Cell density map:
Drawn at 2 px/um. 21 x 21 tiles, from dark blue (low) to red (high), 0 to 100% covered.
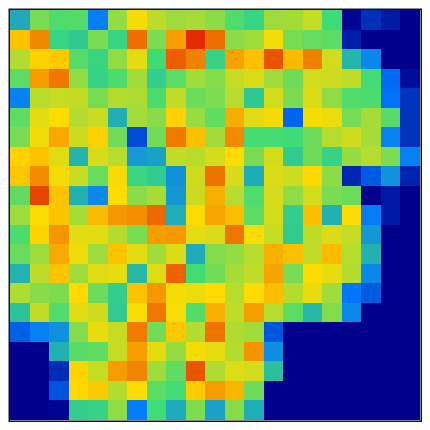
Nets reached from selected ports:
Drawn at 1.5 px/um.
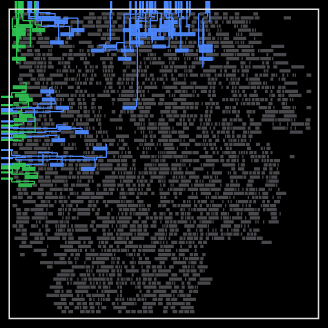
Clock distribution:
Drawn at 2 px/um.
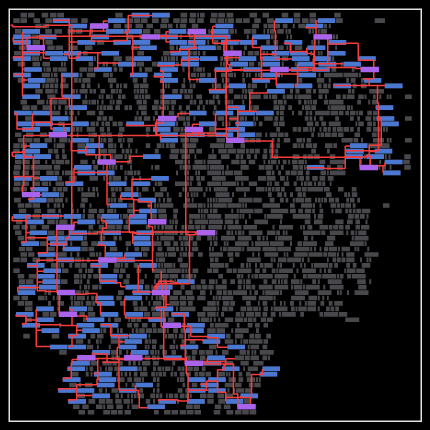
## src/rtl/roi_pixel_stats.sv

```systemverilog
`default_nettype none
// ============================================================================
// Module   : roi_pixel_stats
// Brief    : Per-region pixel statistics (count, sum, peak, peak position,
//            length check) over a data_start/data_end framed pixel stream.
// Revision : 1.0
// ============================================================================
module roi_pixel_stats #(
    parameter int PIX_W = 16,
    parameter int IDX_W = 10,
    parameter int CH_W  = 4,
    parameter int CNT_W = 20
) (
    input  logic                   clk,
    input  logic                   rst_n,
    input  logic [IDX_W-1:0]       row_idx1,
    input  logic [IDX_W-1:0]       col_idx1,
    input  logic [IDX_W-1:0]       row_idx2,
    input  logic [IDX_W-1:0]       col_idx2,
    input  logic [CH_W-1:0]        channel_num,
    input  logic                   data_start,
    input  logic                   data_end,
    input  logic [PIX_W-1:0]       pixel_out,
    output logic                   stat_valid,
    output logic [CH_W-1:0]        stat_channel,
    output logic [CNT_W-1:0]       pix_count,
    output logic [PIX_W+CNT_W-1:0] pix_sum,
    output logic [PIX_W-1:0]       pix_max,
    output logic [IDX_W-1:0]       max_row,
    output logic [IDX_W-1:0]       max_col,
    output logic                   len_err,
    output logic                   busy
);

    localparam int SUM_W = PIX_W + CNT_W;
    localparam int CMP_W = (CNT_W > 2*IDX_W+2) ? CNT_W : 2*IDX_W+2;
    localparam logic [CNT_W-1:0] CNT_MAX = '1;

    localparam logic [1:0] S_IDLE  = 2'd0;
    localparam logic [1:0] S_ACCUM = 2'd1;
    localparam logic [1:0] S_DONE  = 2'd2;

    logic [1:0]       state_q, state_d;
    logic [IDX_W-1:0] r1_q, r1_d, c1_q, c1_d, r2_q, r2_d, c2_q, c2_d;
    logic [CH_W-1:0]  ch_q, ch_d;
    logic [CNT_W-1:0] cnt_q, cnt_d;
    logic [SUM_W-1:0] sum_q, sum_d;
    logic [PIX_W-1:0] max_q, max_d;
    logic [IDX_W-1:0] mrow_q, mrow_d, mcol_q, mcol_d;
    logic [IDX_W-1:0] prow_q, prow_d, pcol_q, pcol_d;

    logic [CH_W-1:0]  stat_channel_q, stat_channel_d;
    logic [CNT_W-1:0] pix_count_q, pix_count_d;
    logic [SUM_W-1:0] pix_sum_q, pix_sum_d;
    logic [PIX_W-1:0] pix_max_q, pix_max_d;
    logic [IDX_W-1:0] max_row_q, max_row_d, max_col_q, max_col_d;
    logic             len_err_q, len_err_d;

    logic [IDX_W-1:0] w_nrow, w_ncol;
    logic [IDX_W:0]   w_row_span, w_col_span;
    logic [CMP_W-1:0] w_expected;
    logic             w_len_err;

    // State register
    always_ff @(posedge clk or negedge rst_n) begin
        if (!rst_n) begin
            state_q <= S_IDLE;
        end else begin
            state_q <= state_d;
        end
    end

    // Next-state logic; data_start restarts a region from any state
    always_comb begin
        state_d = state_q;
        case (state_q)
            S_IDLE, S_DONE: begin
                if (data_start) state_d = data_end ? S_DONE : S_ACCUM;
                else            state_d = S_IDLE;
            end
            S_ACCUM: begin
                if (data_start)    state_d = data_end ? S_DONE : S_ACCUM;
                else if (data_end) state_d = S_DONE;
            end
            default: state_d = S_IDLE;
        endcase
    end

    // Output logic
    always_comb begin
        stat_valid = (state_q == S_DONE);
        busy       = (state_q == S_ACCUM);
    end

    // Raster pointer advance, clamped once the end corner is reached
    always_comb begin
        w_nrow = prow_q;
        w_ncol = pcol_q;
        if (!(prow_q == r2_q && pcol_q == c2_q)) begin
            if (pcol_q == c2_q) begin
                w_ncol = c1_q;
                w_nrow = prow_q + IDX_W'(1);
            end else begin
                w_ncol = pcol_q + IDX_W'(1);
            end
        end
    end

    always_comb begin
        r1_d   = r1_q;
        c1_d   = c1_q;
        r2_d   = r2_q;
        c2_d   = c2_q;
        ch_d   = ch_q;
        cnt_d  = cnt_q;
        sum_d  = sum_q;
        max_d  = max_q;
        mrow_d = mrow_q;
        mcol_d = mcol_q;
        prow_d = prow_q;
        pcol_d = pcol_q;

        if (data_start) begin
            r1_d   = row_idx1;
            c1_d   = col_idx1;
            r2_d   = row_idx2;
            c2_d   = col_idx2;
            ch_d   = channel_num;
            cnt_d  = CNT_W'(1);
            sum_d  = SUM_W'(pixel_out);
            max_d  = pixel_out;
            mrow_d = row_idx1;
            mcol_d = col_idx1;
            prow_d = row_idx1;
            pcol_d = col_idx1;
        end else if (state_q == S_ACCUM) begin
            prow_d = w_nrow;
            pcol_d = w_ncol;
            if (cnt_q != CNT_MAX) begin
                cnt_d = cnt_q + CNT_W'(1);
                sum_d = sum_q + SUM_W'(pixel_out);
            end
            if (pixel_out > max_q) begin
                max_d  = pixel_out;
                mrow_d = w_nrow;
                mcol_d = w_ncol;
            end
        end
    end

    // Length check against the indices in effect for the finishing region
    always_comb begin
        w_row_span = {1'b0, r2_d} - {1'b0, r1_d} + (IDX_W+1)'(1);
        w_col_span = {1'b0, c2_d} - {1'b0, c1_d} + (IDX_W+1)'(1);
        w_expected = CMP_W'(w_row_span) * CMP_W'(w_col_span);
        w_len_err  = (r2_d < r1_d) || (c2_d < c1_d) || (cnt_d == CNT_MAX) ||
                     (CMP_W'(cnt_d) != w_expected);
    end

    // Result word is captured on the edge that enters DONE and then held
    always_comb begin
        stat_channel_d = stat_channel_q;
        pix_count_d    = pix_count_q;
        pix_sum_d      = pix_sum_q;
        pix_max_d      = pix_max_q;
        max_row_d      = max_row_q;
        max_col_d      = max_col_q;
        len_err_d      = len_err_q;
        if (state_d == S_DONE) begin
            stat_channel_d = ch_d;
            pix_count_d    = cnt_d;
            pix_sum_d      = sum_d;
            pix_max_d      = max_d;
            max_row_d      = mrow_d;
            max_col_d      = mcol_d;
            len_err_d      = w_len_err;
        end
    end

    always_ff @(posedge clk or negedge rst_n) begin
        if (!rst_n) begin
            r1_q           <= '0;
            c1_q           <= '0;
            r2_q           <= '0;
            c2_q           <= '0;
            ch_q           <= '0;
            cnt_q          <= '0;
            sum_q          <= '0;
            max_q          <= '0;
            mrow_q         <= '0;
            mcol_q         <= '0;
            prow_q         <= '0;
            pcol_q         <= '0;
            stat_channel_q <= '0;
            pix_count_q    <= '0;
            pix_sum_q      <= '0;
            pix_max_q      <= '0;
            max_row_q      <= '0;
            max_col_q      <= '0;
            len_err_q      <= 1'b0;
        end else begin
            r1_q           <= r1_d;
            c1_q           <= c1_d;
            r2_q           <= r2_d;
            c2_q           <= c2_d;
            ch_q           <= ch_d;
            cnt_q          <= cnt_d;
            sum_q          <= sum_d;
            max_q          <= max_d;
            mrow_q         <= mrow_d;
            mcol_q         <= mcol_d;
            prow_q         <= prow_d;
            pcol_q         <= pcol_d;
            stat_channel_q <= stat_channel_d;
            pix_count_q    <= pix_count_d;
            pix_sum_q      <= pix_sum_d;
            pix_max_q      <= pix_max_d;
            max_row_q      <= max_row_d;
            max_col_q      <= max_col_d;
            len_err_q      <= len_err_d;
        end
    end

    assign stat_channel = stat_channel_q;
    assign pix_count    = pix_count_q;
    assign pix_sum      = pix_sum_q;
    assign pix_max      = pix_max_q;
    assign max_row      = max_row_q;
    assign max_col      = max_col_q;
    assign len_err      = len_err_q;

endmodule
`default_nettype wire

```

## config.mk

```make
export PLATFORM = sky130hd
export DESIGN_NAME = roi_pixel_stats
export DESIGN_NICKNAME = d
export VERILOG_FILES = /design/src/rtl/roi_pixel_stats.sv
export SDC_FILE = /design/constraint.sdc
export NUM_CORES = 1
export LEC_CHECK = 0
export CAP_MARGIN = 20
export CORE_UTILIZATION = 45
export DETAILED_ROUTE_END_ITERATION = 6
export GPL_ROUTABILITY_DRIVEN = 0
export MAX_ROUTING_LAYER = met4
export PLACE_DENSITY = 0.68
export SYNTH_ARGS = -nofsm -noshare
export SYNTH_HDL_FRONTEND = slang
export SYNTH_SLANG_ARGS = --single-unit
```

## constraint.sdc

```tcl
create_clock -name clk -period 9.15 [get_ports clk]
set_input_delay 1.83 -clock clk [delete_from_list [all_inputs] [get_ports clk]]
set_output_delay 1.83 -clock clk [all_outputs]
set_load 0.01 [all_outputs]
```

==> changes_impl.md <==
## Flow update

* Status: finished clean
* Post-route insts no fill at 2685
* Final min period at 8.70 ns
* Slowest CP cell: fa_1
* TAP cells at 532
* Clock Latency Late Sink at 0.57 ns
* Post-synthesis cell area at 18600 um2
* Unique masters post-synth at 83
* Final slew viol count at 0
* Instance area at placement at 21300 um2
* Yosys top cell by instances: dfrtp_1
* Top cell area share at 34.3%
* Initial core utilization at 45.6%
* Post-route cell area at 22300 um2
* Worst r2r src: c2_q[1]
* Skew final at 0.0337 ns
* Gate Area at 11300 um2
* Hold Path Origin: pix_count[15]
* Final net count at 2422
* Antenna Nets Post-Route at 0
* Final setup TNS at 0 ns
* Metal2 WL at 23000 um
* Slew headroom at 33.6%
* Kind of critical path: in -> reg
* Met3 wire len at 2370 um
* DIE WIDTH at 205 um
* Reg2reg path depth at 31
* Crit path depth at 31
* Port bufs at 162
* Met3 Usage GRT at 2.74%
* Synth Instances at 1936
* Max Freq at 0.115 GHz
* Cts hold-fix bufs at 0
* Non-clock buffer share at 10.3%
* Detailed Routing Iterations Pass 1 at 5
* Post-synth area hogs: dfrtp_1, fa_1, ha_1
* CP startpoint kind: primary input
* Mux share at 6.69%
* Core region area at 40700 um2
* Clock transition at the registers of the reported paths at 0.06 ns
* Combinational share of cell area at 50.8%
* Top cell excl fill/tap: dfrtp_1
* Yosys Instances at 1936
* Clkbuf count at 39
* Reg2reg setup slack at 1.82 ns
* Yosys xor share at 5.17%
* Area reported by Yosys stat at 18600 um2
* Worst EP arrival at 9.16 ns
* RSZ-0062 raised after global routing: false
* CTS Sinks at 255
* Hold Crit Class: reg -> reg
* Hold endpoint: pix_count[15]
* Final wirelength at 48100 um
* Dpl cells at 2633
* Die Y at 205 um
* Row count at 74
* Max Root-Sink Buffers at 3
* CP Max Fanout at 4
* Seq Cell Count at 255
* Mapped Avg Cell Area at 9.60 um2
* Total grt overflow at 0
* Buf/Inv on CP at 3
* Final WS setup at 0.449 ns
* Clock-cell share at 4.16%
* Hold depth at 2
-- 'cell density map' (at the start) --
tiles over 75% full: 17%
mean over tiles: 51%
fullest tile: 95%
nearly empty tiles: 15%

-- 'nets reached from selected ports' (at the start) --
legend:
  pix_sum:
    color: blue
    direction: output
    end_cells: 36
    buffers: 36
    wire: 1410 um
  pix_max:
    color: green
    direction: output
    end_cells: 16
    buffers: 16
    wire: 419 um

-- 'clock distribution' (at the start) --
legend:
  clock wires:
    color: red
    length: 3390 um
  clock-net drivers:
    color: purple
    count: 27
  flip-flops:
    color: blue
    count: 255
flops lie: widely spread
routed clock nets: 28

